==> config.mk <==
export PLATFORM = sky130hd
export DESIGN_NAME = rvp_run_ctrl
export DESIGN_NICKNAME = d
export VERILOG_FILES = /design/src/rtl/rvp_ctrl_pkg.sv /design/src/rtl/rvp_sat_cnt.sv /design/src/rtl/rvp_run_ctrl.sv
export SDC_FILE = /design/constraint.sdc
export NUM_CORES = 1
export LEC_CHECK = 0
export ABC_CLOCK_PERIOD_IN_PS = 3350
export CAP_MARGIN = 20
export CORE_UTILIZATION = 40
export CTS_BUF_LIST = sky130_fd_sc_hd__clkbuf_8
export DETAILED_ROUTE_END_ITERATION = 10
export PLACE_DENSITY = 0.66
export RECOVER_POWER = 25
export REMOVE_ABC_BUFFERS = 1
export SYNTH_ARGS = -nofsm -noshare
export SYNTH_HDL_FRONTEND = slang
export SYNTH_HIERARCHICAL = 1
export SYNTH_SLANG_ARGS = --single-unit
==> constraint.sdc <==
create_clock -name clk -period 3.35 [get_ports clk]
set_input_delay 0.335 -clock clk [delete_from_list [all_inputs] [get_ports clk]]
set_output_delay 0.335 -clock clk [all_outputs]
set_load 0.1 [all_outputs]
==> src/rtl/rvp_ctrl_pkg.sv <==
// Shared state encoding and constants for the riscv_pipeline run controller.
// Latency: n/a (types only).
// Backpressure: n/a.
package rvp_ctrl_pkg;

  localparam int         RVP_XLEN = 32;
  localparam logic [4:0] REG_ZERO = 5'd0;

  typedef enum logic [2:0] {
    ST_IDLE,
    ST_HOLD,
    ST_RUN,
    ST_DRAIN,
    ST_DUMP,
    ST_DONE
  } rvp_state_e;

  // Bits needed to hold values 0..max_val (at least one bit).
  function automatic int ph_width(input int max_val);
    int w;
    w = 1;
    while ((1 << w) <= max_val) w++;
    return w;
  endfunction

endpackage

==> src/rtl/rvp_sat_cnt.sv <==
// Saturating up-counter with synchronous clear.
// Latency: count visible one cycle after inc; clear has priority over inc.
// Backpressure: none; holds at all-ones instead of wrapping.
module rvp_sat_cnt #(
  parameter int W = 32
) (
  input  logic         clk,
  input  logic         rst_n,
  input  logic         clr,
  input  logic         inc,
  output logic [W-1:0] cnt
);

  always_ff @(posedge clk or negedge rst_n) begin
    if (!rst_n) begin
      cnt <= '0;
    end else if (clr) begin
      cnt <= '0;
    end else if (inc && !(&cnt)) begin
      cnt <= cnt + 1'b1;
    end
  end

endmodule

==> src/rtl/rvp_run_ctrl.sv <==
// Sequences one riscv_pipeline run: hold reset, run to halt PC or budget, drain, dump, park.
// Latency: all outputs registered; HOLD_CYCLES of reset after start, DRAIN_CYCLES+1 to dump.
// Backpressure: none; start is only honoured in IDLE/DONE, abort wins over everything else.
module rvp_run_ctrl
  import rvp_ctrl_pkg::*;
#(
  parameter int XLEN         = RVP_XLEN,
  parameter int CNT_W        = 32,
  parameter int HOLD_CYCLES  = 20,
  parameter int DRAIN_CYCLES = 4,
  parameter int MAX_CYCLES   = 200
) (
  input  logic             clk,
  input  logic             reset,
  input  logic             start,
  input  logic             abort,
  input  logic [XLEN-1:0]  pc_start,
  input  logic [XLEN-1:0]  halt_pc,
  input  logic [XLEN-1:0]  pc_out,
  input  logic             wb_e,
  input  logic [4:0]       wb_a,
  output logic             core_reset,
  output logic [XLEN-1:0]  pc_init,
  output logic             dump,
  output logic             busy,
  output logic             done,
  output logic             timeout,
  output logic [CNT_W-1:0] run_cycles,
  output logic [CNT_W-1:0] retired
);

  localparam int PH_MAX = (HOLD_CYCLES - 1 > DRAIN_CYCLES) ? HOLD_CYCLES - 1 : DRAIN_CYCLES;
  localparam int PH_W   = ph_width(PH_MAX);

  localparam logic [PH_W-1:0]  HOLD_LOAD  = PH_W'(HOLD_CYCLES - 1);
  localparam logic [PH_W-1:0]  DRAIN_LOAD = PH_W'(DRAIN_CYCLES);
  localparam logic [CNT_W-1:0] RUN_LAST   = CNT_W'(MAX_CYCLES - 1);

  rvp_state_e      state_q, state_d;
  logic [PH_W-1:0] ph_q, ph_d;
  logic [XLEN-1:0] halt_q;
  logic            timeout_d;
  logic            start_ok;
  logic            halt_hit;
  logic            budget_hit;
  logic            run_inc;
  logic            ret_inc;

  // Abort in DONE beats a simultaneous restart, so the counters are not cleared then.
  assign start_ok   = start && ((state_q == ST_IDLE) || ((state_q == ST_DONE) && !abort));
  assign halt_hit   = pc_out >= halt_q;
  assign budget_hit = run_cycles == RUN_LAST;

  assign run_inc = (state_q == ST_RUN) && !abort;
  assign ret_inc = ((state_q == ST_RUN) || (state_q == ST_DRAIN) || (state_q == ST_DUMP)) &&
                   !abort && wb_e && (wb_a != REG_ZERO);

  always_comb begin
    state_d   = state_q;
    ph_d      = ph_q;
    timeout_d = timeout;
    if (abort && (state_q != ST_IDLE)) begin
      state_d = ST_IDLE;
    end else begin
      case (state_q)
        ST_IDLE, ST_DONE: begin
          if (start) begin
            state_d   = ST_HOLD;
            ph_d      = HOLD_LOAD;
            timeout_d = 1'b0;
          end
        end
        ST_HOLD: begin
          if (ph_q == '0) state_d = ST_RUN;
          else            ph_d    = ph_q - 1'b1;
        end
        ST_RUN: begin
          // Halt is checked first so a coincident budget expiry is not reported.
          if (halt_hit) begin
            state_d = ST_DRAIN;
            ph_d    = DRAIN_LOAD;
          end else if (budget_hit) begin
            state_d   = ST_DRAIN;
            ph_d      = DRAIN_LOAD;
            timeout_d = 1'b1;
          end
        end
        ST_DRAIN: begin
          if (ph_q == '0) state_d = ST_DUMP;
          else            ph_d    = ph_q - 1'b1;
        end
        ST_DUMP: state_d = ST_DONE;
        default: state_d = ST_IDLE;
      endcase
    end
  end

  // Outputs are decoded from the next state so they change on the same edge as the state.
  always_ff @(posedge clk or negedge reset) begin
    if (!reset) begin
      state_q    <= ST_IDLE;
      ph_q       <= '0;
      halt_q     <= '0;
      pc_init    <= '0;
      timeout    <= 1'b0;
      core_reset <= 1'b1;
      dump       <= 1'b0;
      busy       <= 1'b0;
      done       <= 1'b0;
    end else begin
      state_q    <= state_d;
      ph_q       <= ph_d;
      timeout    <= timeout_d;
      core_reset <= (state_d == ST_IDLE) || (state_d == ST_HOLD) || (state_d == ST_DONE);
      dump       <= state_d == ST_DUMP;
      busy       <= !((state_d == ST_IDLE) || (state_d == ST_DONE));
      done       <= state_d == ST_DONE;
      if (start_ok) begin
        pc_init <= pc_start;
        halt_q  <= halt_pc;
      end
    end
  end

  rvp_sat_cnt #(.W(CNT_W)) u_run_cnt (
    .clk   (clk),
    .rst_n (reset),
    .clr   (start_ok),
    .inc   (run_inc),
    .cnt   (run_cycles)
  );

  rvp_sat_cnt #(.W(CNT_W)) u_ret_cnt (
    .clk   (clk),
    .rst_n (reset),
    .clr   (start_ok),
    .inc   (ret_inc),
    .cnt   (retired)
  );

endmodule

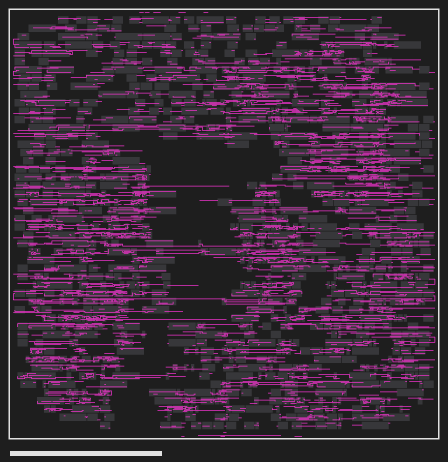
*M1 wires*
Bar = 50 µm. Cells faint in the background.
The longest straight run is 47.8 µm. The wires run mostly horizontal. The layer holds 47% of the routed length. The layer carries 9,090 µm of wire.
routed wire length: 19,430 µm
M1 GR Usage: 0.2781
DR vias: 6,564

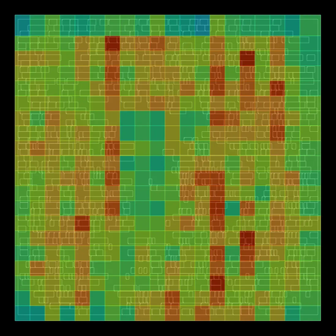
*Track usage over the die*
gr usage total: 0.2012
GR Util met3: 0.05061
Most Used Layer, Global Route: met2

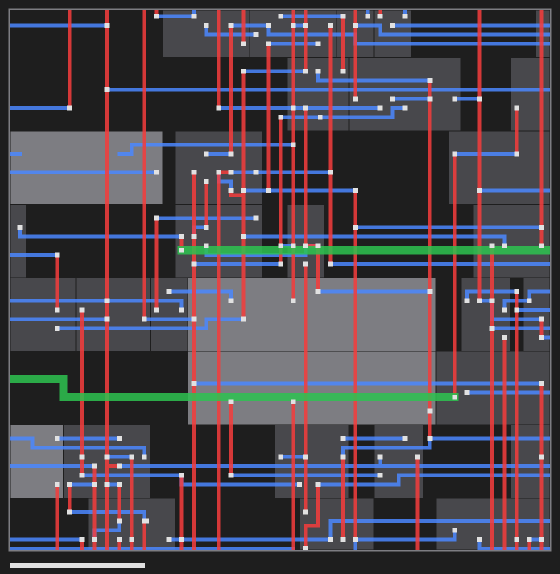
*A small window of the routed layout*
Bar = 5 µm. Window x 96 to 116, y 96 to 116 µm. Cells in gray, sequential cells in the stronger gray; small squares are vias.
Key: metal 2 = red; metal 1 = blue; metal 3 = green
23 logic cells have their middle in the window. Sequential cells in the window: 3. Netlist names of flops here include u_ret_cnt/cnt (3). Most frequent: nand2_1 (3), dfrtp_1 (3).

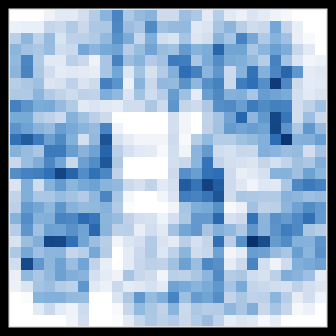
*Routed metal per tile*
28 x 28 tiles, from white (low) to dark blue (high), scaled to the fullest tile. Values are wire area over tile area, all layers added.
The emptiest ninth of the die: center. The mean over all tiles is 0.15. The fullest tile reaches 0.44. 7.3% of the tiles are nearly empty.
wire per inst: 15.91 µm

==> flow_metrics.env <==
# flow metrics
export IMPL_outcome="finished with violations"
export IMPL_violations="max-capacitance violations, max-slew violations"
export IMPL_synth_edff_count=0
export IMPL_min_period_ns=2.899
export IMPL_drv_cap=1
export IMPL_r2r_start="state_q[2]"
export IMPL_cts_sinks=141
export IMPL_cp_num_buf_inv=2
export IMPL_layoutNonFillerInstCount=1221
export IMPL_synthAdderAreaFrac=0.05693
export IMPL_placed_area_mm2=0.009986
export IMPL_cts_root_buf="clkbuf_8"
export IMPL_fin_ws_ns=0.4511
export IMPL_final_max_slew_violation_count=68
export IMPL_top_layer="met4"
export IMPL_setup_violations=0
export IMPL_top_logic_kind="simple AND/OR/NAND/NOR gates"
export IMPL_cp_cell_sequence="inv_1 -> nor3_1 -> o22ai_1 -> nor3b_1 -> inv_1 -> nor4_4 -> nand4_2 -> or3_1 -> a21oi_1"
export IMPL_synth_area_mm2=0.007692
export IMPL_finalNetCount=1115
export IMPL_slowest_stage="dfrtp_1"
export IMPL_dominant_cells="logic gates"
export IMPL_r2r_end="u_ret_cnt/cnt[30]"
export IMPL_non_clock_inverter_count=51
export IMPL_post_route_period_util=0.8653
export IMPL_synth_xor_area_share=0.01936
export IMPL_min_to="halt_q[8]"
export IMPL_finalPower_uw=7085
export IMPL_wl_met3_um=1072
